**Close-up of the layout**

Scale bar: 5 um. Window x 43 to 63, y 28 to 48 um. Cells in grey, sequential cells in the stronger grey; small squares are vias.
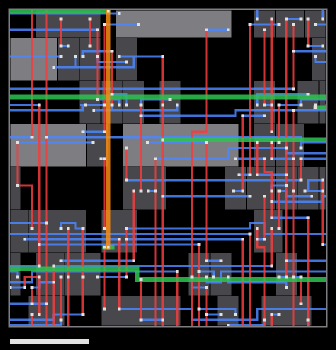
**Signal metal coverage by tile**

The die is cut into 21 by 11 equal tiles; white is low, dark blue is high, scaled to the fullest tile. Values are wire area over tile area, all layers added.
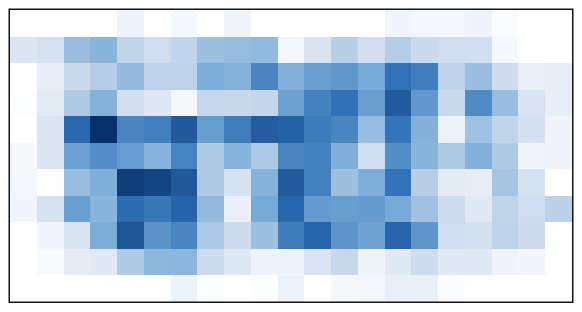
**I/O pins on the die edge**

Scale bar: 20 um. Pins as bars across the die edge, other pins in grey.
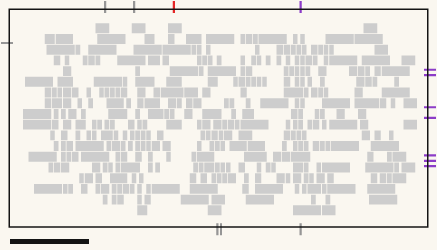
**Gate families picked out**

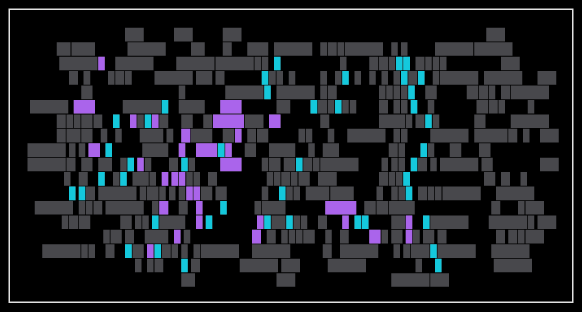
<file path="config.mk">
export PLATFORM = sky130hd
export DESIGN_NAME = manchester_recv
export DESIGN_NICKNAME = d
export VERILOG_FILES = /design/src/rtl/manchester_recv.sv
export SDC_FILE = /design/constraint.sdc
export NUM_CORES = 1
export LEC_CHECK = 0
export ABC_AREA = 1
export CORE_ASPECT_RATIO = 0.5
export CORE_MARGIN = 2
export CORE_UTILIZATION = 45
export CTS_CLUSTER_DIAMETER = 50
export DETAILED_ROUTE_END_ITERATION = 16
export PLACE_DENSITY = 0.6
export SYNTH_ARGS = -nofsm -noshare
export SYNTH_HDL_FRONTEND = slang
export SYNTH_SLANG_ARGS = --single-unit
</file>
<file path="constraint.sdc">
create_clock -name clk -period 3.6 [get_ports clk]
set_input_delay 0.9 -clock clk [delete_from_list [all_inputs] [get_ports clk]]
set_output_delay 0.9 -clock clk [all_outputs]
set_load 0.005 [all_outputs]
</file>
<file path="src/rtl/manchester_recv.sv">
// Manchester line receiver: 2-flop synchronisers, mid-bit resynchronised phase
// counter, LSB-first byte assembly with code-violation and truncation flags.
module manchester_recv #(
  parameter int unsigned CLK_FREQ = 100_000_000,
  parameter int unsigned BIT_RATE = 50000
) (
  input  logic       clk,
  input  logic       rst,
  input  logic       rxd,
  input  logic       rxen,
  output logic [7:0] data,
  output logic       valid,
  output logic       err,
  output logic       busy
);

  localparam int unsigned HALF = CLK_FREQ / (2 * BIT_RATE);
  localparam int unsigned PH_W = $clog2(2 * HALF);

  localparam logic [PH_W-1:0] PH_A      = PH_W'(HALF / 2);
  localparam logic [PH_W-1:0] PH_B      = PH_W'(HALF + HALF / 2);
  localparam logic [PH_W-1:0] PH_LAST   = PH_W'(2 * HALF - 1);
  localparam logic [PH_W-1:0] PH_WIN_LO = PH_W'(HALF - HALF / 2);
  localparam logic [PH_W-1:0] PH_WIN_HI = PH_W'(HALF + HALF / 2);
  localparam logic [PH_W-1:0] PH_RESYNC = PH_W'(HALF + 1);

  localparam logic [1:0] IDLE   = 2'd0;
  localparam logic [1:0] RX_BIT = 2'd1;
  localparam logic [1:0] TAIL   = 2'd2;

  logic rxd_m, rxd_s, rxd_q;
  logic rxen_m, rxen_s, rxen_q;

  logic [1:0]      state, state_nxt;
  logic [PH_W-1:0] ph, ph_nxt;
  logic [2:0]      idx, idx_nxt;
  logic [7:0]      shift, shift_nxt;
  logic            samp_a, samp_a_nxt;
  logic [7:0]      data_nxt;
  logic            valid_nxt, err_nxt, busy_nxt;

  logic            rxen_rise_c;
  logic            rxd_edge_c;
  logic            in_win_c;
  logic            at_a_c;
  logic            at_b_c;
  logic            bit_ok_c;
  logic            byte_done_c;
  logic [7:0]      shifted_c;

  // Synchronisers run free through reset so a level already high after reset
  // release cannot masquerade as a fresh rxen rising edge.
  always_ff @(posedge clk) begin
    rxd_m  <= rxd;
    rxd_s  <= rxd_m;
    rxd_q  <= rxd_s;
    rxen_m <= rxen;
    rxen_s <= rxen_m;
    rxen_q <= rxen_s;
  end

  assign rxen_rise_c = rxen_s & ~rxen_q;
  assign rxd_edge_c  = rxd_s ^ rxd_q;
  assign in_win_c    = (ph >= PH_WIN_LO) && (ph < PH_WIN_HI);
  assign at_a_c      = (ph == PH_A);
  assign at_b_c      = (ph == PH_B);
  assign bit_ok_c    = (samp_a != rxd_s);
  assign byte_done_c = at_b_c && bit_ok_c && (idx == 3'd7);
  assign shifted_c   = {samp_a, shift[7:1]};

  // State, counters and outputs: next values
  always_comb begin
    state_nxt  = state;
    ph_nxt     = ph;
    idx_nxt    = idx;
    shift_nxt  = shift;
    samp_a_nxt = samp_a;
    data_nxt   = data;
    valid_nxt  = 1'b0;
    err_nxt    = 1'b0;

    case (state)
      IDLE: begin
        if (rxen_rise_c) begin
          ph_nxt    = '0;
          idx_nxt   = 3'd0;
          shift_nxt = 8'h00;
          state_nxt = RX_BIT;
        end
      end

      RX_BIT: begin
        ph_nxt = (ph == PH_LAST) ? '0 : ph + PH_W'(1);
        if (rxd_edge_c && in_win_c) begin
          ph_nxt = PH_RESYNC;
        end
        if (at_a_c) begin
          samp_a_nxt = rxd_s;
        end
        if (at_b_c) begin
          if (bit_ok_c) begin
            shift_nxt = shifted_c;
            if (idx == 3'd7) begin
              data_nxt  = shifted_c;
              valid_nxt = 1'b1;
              idx_nxt   = 3'd0;
            end else begin
              idx_nxt = idx + 3'd1;
            end
          end else if (samp_a && (idx == 3'd0)) begin
            state_nxt = TAIL;
          end else begin
            err_nxt   = 1'b1;
            idx_nxt   = 3'd0;
            shift_nxt = 8'h00;
            state_nxt = TAIL;
          end
        end
        // Enable dropped mid-frame; a byte completing this clock still wins.
        if (!rxen_s) begin
          state_nxt = IDLE;
          if (!byte_done_c) begin
            err_nxt   = (idx != 3'd0) || (ph != '0);
            idx_nxt   = 3'd0;
            shift_nxt = 8'h00;
          end
        end
      end

      TAIL: begin
        if (!rxen_s) begin
          state_nxt = IDLE;
        end
      end

      default: begin
        state_nxt = IDLE;
      end
    endcase

    busy_nxt = (state_nxt != IDLE);
  end

  always_ff @(posedge clk) begin
    if (!rst) begin
      state  <= IDLE;
      ph     <= '0;
      idx    <= 3'd0;
      shift  <= 8'h00;
      samp_a <= 1'b0;
      data   <= 8'h00;
      valid  <= 1'b0;
      err    <= 1'b0;
      busy   <= 1'b0;
    end else begin
      state  <= state_nxt;
      ph     <= ph_nxt;
      idx    <= idx_nxt;
      shift  <= shift_nxt;
      samp_a <= samp_a_nxt;
      data   <= data_nxt;
      valid  <= valid_nxt;
      err    <= err_nxt;
      busy   <= busy_nxt;
    end
  end

endmodule

</file>
==> deck_impl_summary.md <==
Flow Results at a Glance

Power
  • Switching power share of the total: 23.67%
  • Internal portion of total power: 0.0006272 W
  • Portion of total power attributed to sequential cells: 56.5%
  • Total power after layout: 0.0008217 W
  • Combinational power share: 6.2%
  • Cell area power density: 314.2 mW/mm2
  • Leakage power total: 1.130 nW
  • Power drawn by the clock network: 0.000306 W
  • Top pwr grp: sequential cells

Routing
  • Wire length on met1: 2.800 mm
  • Top Metal Used: met4
  • Number of nets with antenna violations after detailed routing: 0
  • Router iterations before antenna repair: 4
  • Routed met3 length: 369 um
  • Vias per Instance: 5.086
  • Detailed router's first-iteration violation count: 108
  • Routed length per instance: 12.95 um
  • Remaining routing DRC violations: 0

GRT
  • Busiest layer in global routing: met2
  • Gr ovfl total: 0
  • GRT Total Usage: 20.67%
  • GR Util met3: 5.386%
  • Global-route track usage on met2: 34.30%
  • Maximum number of pins on one net before global-route repair: 19
  • Number of antenna violations at the first check in global routing: 0

Clock tree
  • Number of buffers inserted by post-CTS setup repair: 0
  • Root buffer selected by CTS: sky130_fd_sc_hd__clkbuf_8
  • Max H-tree Level: 2
  • CTS Hold Buffers Added: 0
  • Number of instances resized during post-cts repair: 0
  • Clock latency reported for the late side of the worst-skew pair: 0.29 ns
  • Clock slew at the register clock pins of the worst setup and hold paths: 0.08 ns
  • Inserted Clock Buffers: 5

Synth
  • Number of unique standard cell types used by synthesis: 31
  • Number of nets in the synthesized netlist: 356
  • Mux cell area share: 0%
  • Count of instantiated cells in the yosys netlist: 347
  • Yosys aoi share: 8.137%
  • Top comb family, area: simple AND/OR/NAND/NOR gates
  • Synthesized area: 0.002337 mm2
  • Most numerous cell types in the synthesized netlist: sky130_fd_sc_hd__nand2_1 (119), sky130_fd_sc_hd__dfxtp_1 (41), sky130_fd_sc_hd__inv_1 (39)
  • Post-synthesis sequential area ratio: 35.12%
  • Basic Gates by Area: 44.54%
  • Post-synthesis area per instance: 6.736 um2
  • Area share, top type: 35.12%
  • Xor and xnor area share after synthesis: 0.7495%
  • Cells after Synth: 347

Die
  • Count of boundary I/O pins: 15
  • Die width: 105.9 um
  • Number of well taps: 70
  • Initial cell density of the core: 47.17%

STA
  • Relative slew margins: 48.04%
  • TNS Setup: 0 ns
  • Worst hold margin: 0.3357 ns
  • Final clock skew: 0.007327 ns
  • Final count of pins violating max slew: 0
  • Hold Fails Final Rpt: 0
  • Final setup margin: 1.122 ns

Finish
  • Non-Filler Cell Area, Final: 0.002615 mm2
  • Largest reg by FF count: ph
  • Seq area share: 31.39%
  • Number of multi-input combinational cells in the layout: 256
  • Storage cell area: 820.8 um2
  • Final Util: 52.78%
  • Area-dominant cell class after layout: combinational gates
  • Number of sequential storage elements: 41
  • Non-clock buffer share of cell area: 5.646%
  • Non-CTS buffers: 15
  • Total of clock buffers placed in the layout: 7
  • Finished Layout Cells: 432
  • Most frequent standard cell in the layout excluding fill and tap cells: sky130_fd_sc_hd__nand2_1
  • Total Nets Final: 371
  • Multi-input logic portion of the cell area: 50.14%

Run status
  • Result of the run: completed

Worst setup path
  • Slowest-stage cell, CP: sky130_fd_sc_hd__nor3_4
  • Crit path DRT: 3.82 ns
  • Critical Path, Cell by Cell: clkdlybuf4s50_1 > buf_4 > inv_2 > nor3_4 > inv_1 > o21ai_0
  • FF-to-FF path depth: 7
  • Worst path arrival time: 2.70 ns
  • Crit Path Class: input pin to flip-flop
  • Maximum cell stage delay along the critical path: 0.70 ns
  • Critical path origin: rst
  • Origin of the critical flop-to-flop path: idx[0]

Placed design
  • Detail Placement HPWL: 4.080 mm
  • Number of port buffers: 14
  • Post-place setup slack: 0.8496 ns

Worst hold path
  • Worst hold path endpoint: rxd_s

Run
  • OpenROAD warning count: 28
-- 'close-up of the layout' (at the start) --
| colour | layer |
|---|---|
| blue | met1 |
| red | met2 |
| orange | met4 |
| green | met3 |
cells with their middle in the window: 38
most frequent: nand2_1 (16), inv_1 (4)
sequential cells in the window: 3

-- 'signal metal coverage by tile' (at the start) --
nearly empty tiles: 17%
mean over tiles: 0.15
tiles over half the peak: 25%
fullest tile: 0.50

-- 'I/O pins on the die edge' (at the start) --
| colour | port | pins | direction | edge |
|---|---|---|---|---|
| purple | data | 8 | output | 7 right, 1 top |
| red | rxen | 1 | input | top |
all pins by edge: 7 right, 4 top, 3 bottom, 1 left

-- 'gate families picked out' (at the start) --
| colour | family | cells |
|---|---|---|
| purple | NOR gates | 32 |
| cyan | inverters | 43 |

Power and IR drop assume default switching activity.
